### config.mk
export PLATFORM = sky130hd
export DESIGN_NAME = gate_pulse_decoder
export DESIGN_NICKNAME = d
export VERILOG_FILES = /design/src/rtl/gate_pulse_decoder_pkg.sv /design/src/rtl/gate_pulse_decoder_sync_2ff.sv /design/src/rtl/gate_pulse_decoder.sv
export SDC_FILE = /design/constraint.sdc
export NUM_CORES = 1
export LEC_CHECK = 0
export CELL_PAD_IN_SITES_DETAIL_PLACEMENT = 1
export CELL_PAD_IN_SITES_GLOBAL_PLACEMENT = 1
export CORE_UTILIZATION = 41
export CTS_BUF_LIST = sky130_fd_sc_hd__clkbuf_2 sky130_fd_sc_hd__clkbuf_4 sky130_fd_sc_hd__clkbuf_8
export CTS_CLUSTER_SIZE = 12
export DETAILED_ROUTE_END_ITERATION = 12
export PLACE_DENSITY_LB_ADDON = 0.1
export SYNTH_ARGS = -nofsm -noshare
export SYNTH_HDL_FRONTEND = slang
export SYNTH_SLANG_ARGS = --single-unit
### constraint.sdc
create_clock -name clk_i -period 2 [get_ports clk_i]
set_input_delay 0.3 -clock clk_i [delete_from_list [all_inputs] [get_ports clk_i]]
set_output_delay 0.3 -clock clk_i [all_outputs]
set_load 0.02 [all_outputs]
### src/rtl/gate_pulse_decoder_pkg.sv
// Shared definitions for the gate pulse decoder: FSM state encoding and default timing.
// The state encoding is shared with the pulse stretcher users on the same ROC lines.
package gate_pulse_decoder_pkg;

   typedef enum logic [2:0] {
      ST_BLANK   = 3'd0,
      ST_ARM     = 3'd1,
      ST_IDLE    = 3'd2,
      ST_QUAL    = 3'd3,
      ST_ACTIVE  = 3'd4,
      ST_HOLDOFF = 3'd5
   } gate_state_e;

   localparam int unsigned BLANK_DEFAULT = 240;
   localparam int unsigned TMR_W         = 16;
   localparam int unsigned EVT_W         = 16;

   // Terminal value of a "count N clocks" timer that starts at 0; N=0 behaves like N=1.
   function automatic logic [TMR_W-1:0] last_tick(input int unsigned n);
      return (n > 0) ? TMR_W'(n - 1) : '0;
   endfunction

endpackage

### src/rtl/gate_pulse_decoder_sync_2ff.sv
// Two-flop synchroniser for a single asynchronous bit, cleared to 0 by reset.
module sync_2ff (
   input  logic clk_i,
   input  logic resetn_i,
   input  logic d_i,
   output logic q_o
);

   logic r_meta;
   logic r_sync;

   // NOTE: sequential state uses non-blocking assignments so every flop samples pre-edge values.
   always_ff @(posedge clk_i or negedge resetn_i) begin
      if (!resetn_i) begin
         r_meta <= 1'b0;
         r_sync <= 1'b0;
      end else begin
         r_meta <= d_i;
         r_sync <= r_meta;
      end
   end

   assign q_o = r_sync;

endmodule

### src/rtl/gate_pulse_decoder.sv
// Decodes a deglitched asynchronous gate of either polarity into a one-clock event pulse,
// measuring its width and flagging runt and over-long gates.
module gate_pulse_decoder
   import gate_pulse_decoder_pkg::*;
#(
   parameter int unsigned MIN_W = 2,
   parameter int unsigned MAX_W = 200,
   parameter int unsigned HOLD  = 4,
   parameter int unsigned BLANK = BLANK_DEFAULT,
   parameter int unsigned CNT_W = 8
) (
   input  logic             clk_i,
   input  logic             resetn_i,
   input  logic             polarity_i,
   input  logic             gate_i,
   output logic             pulse_o,
   output logic [CNT_W-1:0] width_o,
   output logic             width_valid_o,
   output logic             glitch_o,
   output logic             overlong_o,
   output logic             busy_o,
   output logic [EVT_W-1:0] evt_cnt_o
);

   localparam logic [TMR_W-1:0] BLANK_LAST = last_tick(BLANK);
   localparam logic [TMR_W-1:0] HOLD_LAST  = last_tick(HOLD);
   localparam logic [CNT_W-1:0] CNT_MAX    = {CNT_W{1'b1}};
   localparam logic [CNT_W-1:0] MIN_W_C    = CNT_W'(MIN_W);
   localparam logic [CNT_W-1:0] MAX_W_C    = CNT_W'(MAX_W);

   logic w_gate_pol;
   logic w_s;
   logic [CNT_W-1:0] w_cnt_inc;

   gate_state_e      r_state, w_state_n;
   logic [CNT_W-1:0] r_cnt, w_cnt_n;
   logic [TMR_W-1:0] r_tmr, w_tmr_n;
   logic [CNT_W-1:0] r_width, w_width_n;
   logic [EVT_W-1:0] r_evt_cnt, w_evt_n;
   logic             r_pulse, w_pulse_n;
   logic             r_width_valid, w_width_valid_n;
   logic             r_glitch, w_glitch_n;
   logic             r_overlong, w_overlong_n;
   logic             r_busy;

   // Polarity is folded in ahead of the synchroniser so everything downstream is active-high.
   assign w_gate_pol = polarity_i ? gate_i : ~gate_i;

   sync_2ff u_sync (
      .clk_i    (clk_i),
      .resetn_i (resetn_i),
      .d_i      (w_gate_pol),
      .q_o      (w_s)
   );

   assign w_cnt_inc = r_cnt + 1'b1;

   // NOTE: every variable gets a default before the case so no path can infer a latch.
   always_comb begin
      w_state_n       = r_state;
      w_cnt_n         = r_cnt;
      w_tmr_n         = r_tmr;
      w_width_n       = r_width;
      w_evt_n         = r_evt_cnt;
      w_pulse_n       = 1'b0;
      w_width_valid_n = 1'b0;
      w_glitch_n      = 1'b0;
      w_overlong_n    = 1'b0;

      unique case (r_state)
         ST_BLANK: begin
            if (r_tmr == BLANK_LAST) begin
               w_tmr_n   = '0;
               w_state_n = ST_ARM;
            end else begin
               w_tmr_n = r_tmr + 1'b1;
            end
         end
         ST_ARM: begin
            // A gate already asserted here started unseen, so it is never decoded.
            if (!w_s) w_state_n = ST_IDLE;
         end
         ST_IDLE: begin
            if (w_s) begin
               w_cnt_n = CNT_W'(1);
               if (MIN_W <= 1) begin
                  w_state_n = ST_ACTIVE;
                  w_pulse_n = 1'b1;
                  w_evt_n   = r_evt_cnt + 1'b1;
               end else begin
                  w_state_n = ST_QUAL;
               end
            end
         end
         ST_QUAL: begin
            if (w_s) begin
               w_cnt_n = w_cnt_inc;
               if (w_cnt_inc == MIN_W_C) begin
                  w_state_n = ST_ACTIVE;
                  w_pulse_n = 1'b1;
                  w_evt_n   = r_evt_cnt + 1'b1;
               end
            end else begin
               w_glitch_n = 1'b1;
               w_state_n  = ST_IDLE;
            end
         end
         ST_ACTIVE: begin
            if (w_s) begin
               if (r_cnt != CNT_MAX) begin
                  w_cnt_n      = w_cnt_inc;
                  w_overlong_n = (w_cnt_inc == MAX_W_C);
               end
            end else begin
               w_width_n       = r_cnt;
               w_width_valid_n = 1'b1;
               w_tmr_n         = '0;
               w_state_n       = ST_HOLDOFF;
            end
         end
         ST_HOLDOFF: begin
            if (r_tmr == HOLD_LAST) begin
               w_tmr_n   = '0;
               w_state_n = w_s ? ST_ARM : ST_IDLE;
            end else begin
               w_tmr_n = r_tmr + 1'b1;
            end
         end
         default: w_state_n = ST_BLANK;
      endcase
   end

   always_ff @(posedge clk_i or negedge resetn_i) begin
      if (!resetn_i) begin
         r_state       <= ST_BLANK;
         r_cnt         <= '0;
         r_tmr         <= '0;
         r_width       <= '0;
         r_evt_cnt     <= '0;
         r_pulse       <= 1'b0;
         r_width_valid <= 1'b0;
         r_glitch      <= 1'b0;
         r_overlong    <= 1'b0;
         r_busy        <= 1'b0;
      end else begin
         r_state       <= w_state_n;
         r_cnt         <= w_cnt_n;
         r_tmr         <= w_tmr_n;
         r_width       <= w_width_n;
         r_evt_cnt     <= w_evt_n;
         r_pulse       <= w_pulse_n;
         r_width_valid <= w_width_valid_n;
         r_glitch      <= w_glitch_n;
         r_overlong    <= w_overlong_n;
         r_busy        <= (w_state_n != ST_IDLE);
      end
   end

   assign pulse_o       = r_pulse;
   assign width_o       = r_width;
   assign width_valid_o = r_width_valid;
   assign glitch_o      = r_glitch;
   assign overlong_o    = r_overlong;
   assign busy_o        = r_busy;
   assign evt_cnt_o     = r_evt_cnt;

endmodule
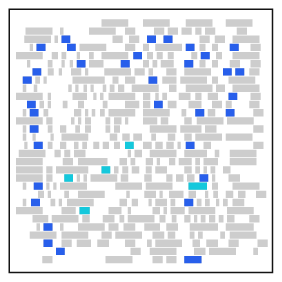
Fig. 1. Gate families picked out.
Drawn at 3 px/um.
- blue: XOR/XNOR gates (cells 34; most used xnor2_1; where spread over the die)
- cyan: AND-OR and OR-AND gates (cells 5)

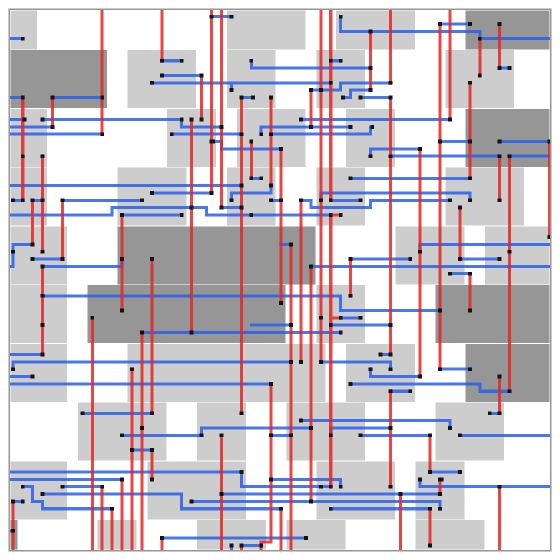
Fig. 2. Zoomed window.
Window x 53 to 78, y 53 to 78 um. Cells in grey, sequential cells in the stronger grey; small squares are vias.
- blue: met1
- red: met2
- cells with their middle in the window: 37
- most frequent: xnor2_1 (8), and3_1 (5)
- sequential cells in the window: 3
- netlist names of flops here include: `evt_cnt_o` (3)

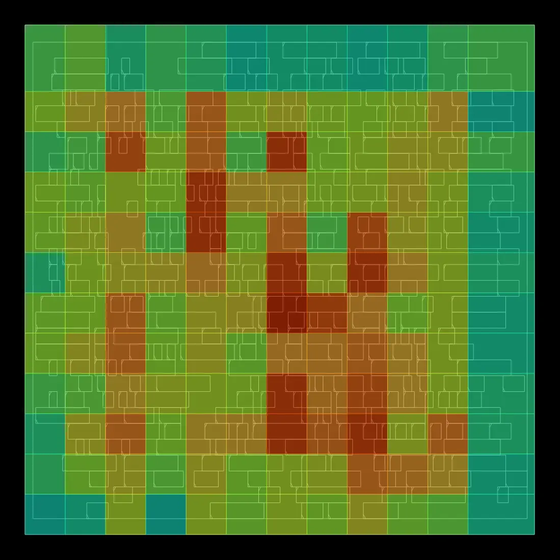
Fig. 3. Routing congestion.
grt met1 use: 26.10%
Global Route Usage Sum: 20.40%
core occupancy in the finished layout: 56.52%

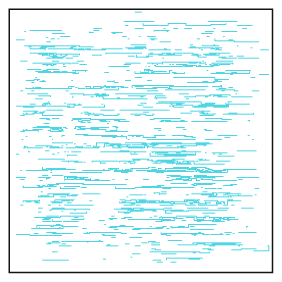
Fig. 4. M1 wires.
Drawn at 3 px/um.
- longest straight run: 23.5 um
- main direction: horizontal
- wire length on this layer: 3,230 um

==> summary.txt <==
Notes on the physical design

The critical path launch point is r_cnt[1]$_DFFE_PN0P_. The count of antenna diodes in the layout is 0. The min-delay analysis places its worst path in the category reg2reg. The DRC marker count from the first detailed-route iteration is 44. From the final report, the count of setup violators was given as 17. The final count of pins violating max slew is 0. The number of cells on the worst hold path is listed as 0. The width of the die is between 80 and 90 um.

The setup slack after layout is -110.7 ps. The startpoint of the most critical register-to-register path is r_cnt[1]$_DFFE_PN0P_. TritonCTS created 9 clock buffers. Yosys attributes the largest share of cell area to sky130_fd_sc_hd__dfrtp_1 (49%), sky130_fd_sc_hd__xnor2_1 (8.8%), sky130_fd_sc_hd__nor2_1 (4.2%), sky130_fd_sc_hd__and3_1 (3.1%), sky130_fd_sc_hd__mux2_2 (3.0%). The count of cells in the finished layout, fillers not included, comes to 452. The run finished, with violations left.

Pin placement for this block handled 33 I/O pins. The final reports fail on setup timing. The global routing usage on met3 is 4.834%. The first TritonRoute pass finished after 4 iterations.

The number of clock sinks came to between 50 and 60. Per the GRT log, the top usage layer is met2. Counting flops with a built-in enable in the synthesized netlist gives 0. The root buffer cell chosen for the clock tree is sky130_fd_sc_hd__clkbuf_8. The clock-pin slew on the worst setup and hold paths is roughly 80 ps.
## critical path: cells and delay by family, from the launching register on
family | cells | cell delay, ps
multiplexers | 1 | 320
buffers and inverters | 3 | 440
flip-flops | 1 | 430
AND/OR/NAND/NOR | 2 | 480
AND-OR/OR-AND | 1 | 120
XOR/XNOR | 1 | 200
## final cells by class
class                      instances  area, um2
fill                             809       3003
clock buffer                      11      145.1
tap                               96      120.1
inverter                           8      30.03
timing repair buffer              63      595.6
sequential                        58       1454
clock inverter                     5      77.57
multi-input combinational        211       1481
## power breakdown
| group | internal, mW | total, mW | switching, mW | leakage, nW |
|---|---|---|---|---|
| Clock | 0.745 | 1.23 | 0.480 | 0.113 |
| Sequential | 1.18 | 1.18 | 0.00588 | 0.783 |
| Combinational | 0.0132 | 0.0391 | 0.0259 | 0.799 |
| Total | 1.94 | 2.45 | 0.512 | 1.69 |
## routing by layer
metal | vias to the layer above | routed length (um)
li1 | 1129 | -
met4 | 0 | 43
met1 | 1195 | 3227
met2 | 32 | 3779
met5 | - | 0
met3 | 6 | 182
## sequential cells by signal, indices dropped and copies added (netlist names)
| register | cells |
|---|---|
| evt_cnt_o | 16 |
| r_tmr | 16 |
| r_cnt | 8 |
| width_o | 8 |
| r_state | 3 |
| busy_o | 1 |
| glitch_o | 1 |
| overlong_o | 1 |
| pulse_o | 1 |
| u_sync.q_o | 1 |
| u_sync.r_meta | 1 |
| width_valid_o | 1 |
## logic make-up (layout without fill, tap and decap cells)
| group | count (synthesis) | count (layout) | share of synthesized area [%] |
|---|---|---|---|
| AOI/OAI and AO/OA | 37 | 37 | 8.519 |
| xor gates and xnor gates | 34 | 34 | 10.24 |
| adders and majority gates | 5 | 5 | 2.098 |
| buffers and inverters | 23 | 87 | 4.238 |
| DFF | 58 | 58 | 48.68 |
| muxes | 9 | 9 | 3.399 |
| and+or+nand+nor | 126 | 126 | 22.83 |
## what timing repair did
| action | 4_1_cts | 5_1_grt |
|---|---|---|
| buffers inserted | 1 | 4 |
| resized | 1 | 20 |
| hold buffers | 1 | 0 |
| gates cloned | 0 | 1 |
| hold endpoints to repair | 19 | 0 |
| setup endpoints to repair | 7 | 38 |
| pin swaps | 1 | 7 |
## cell usage in the layout, fill, tap and decap left out, types with 10 or more instances in the layout
cell                               n
sky130_fd_sc_hd__clkdlybuf4s50_1  31
sky130_fd_sc_hd__nor2_1           33
sky130_fd_sc_hd__nand2_1          15
sky130_fd_sc_hd__xnor2_1          30
sky130_fd_sc_hd__nand3_1          14
sky130_fd_sc_hd__and3_1           14
sky130_fd_sc_hd__dfrtp_1          56
sky130_fd_sc_hd__clkbuf_8         10
sky130_fd_sc_hd__o21ai_0          13
sky130_fd_sc_hd__buf_4            24
No activity file was given, so power comes from the tool's default toggle rates.
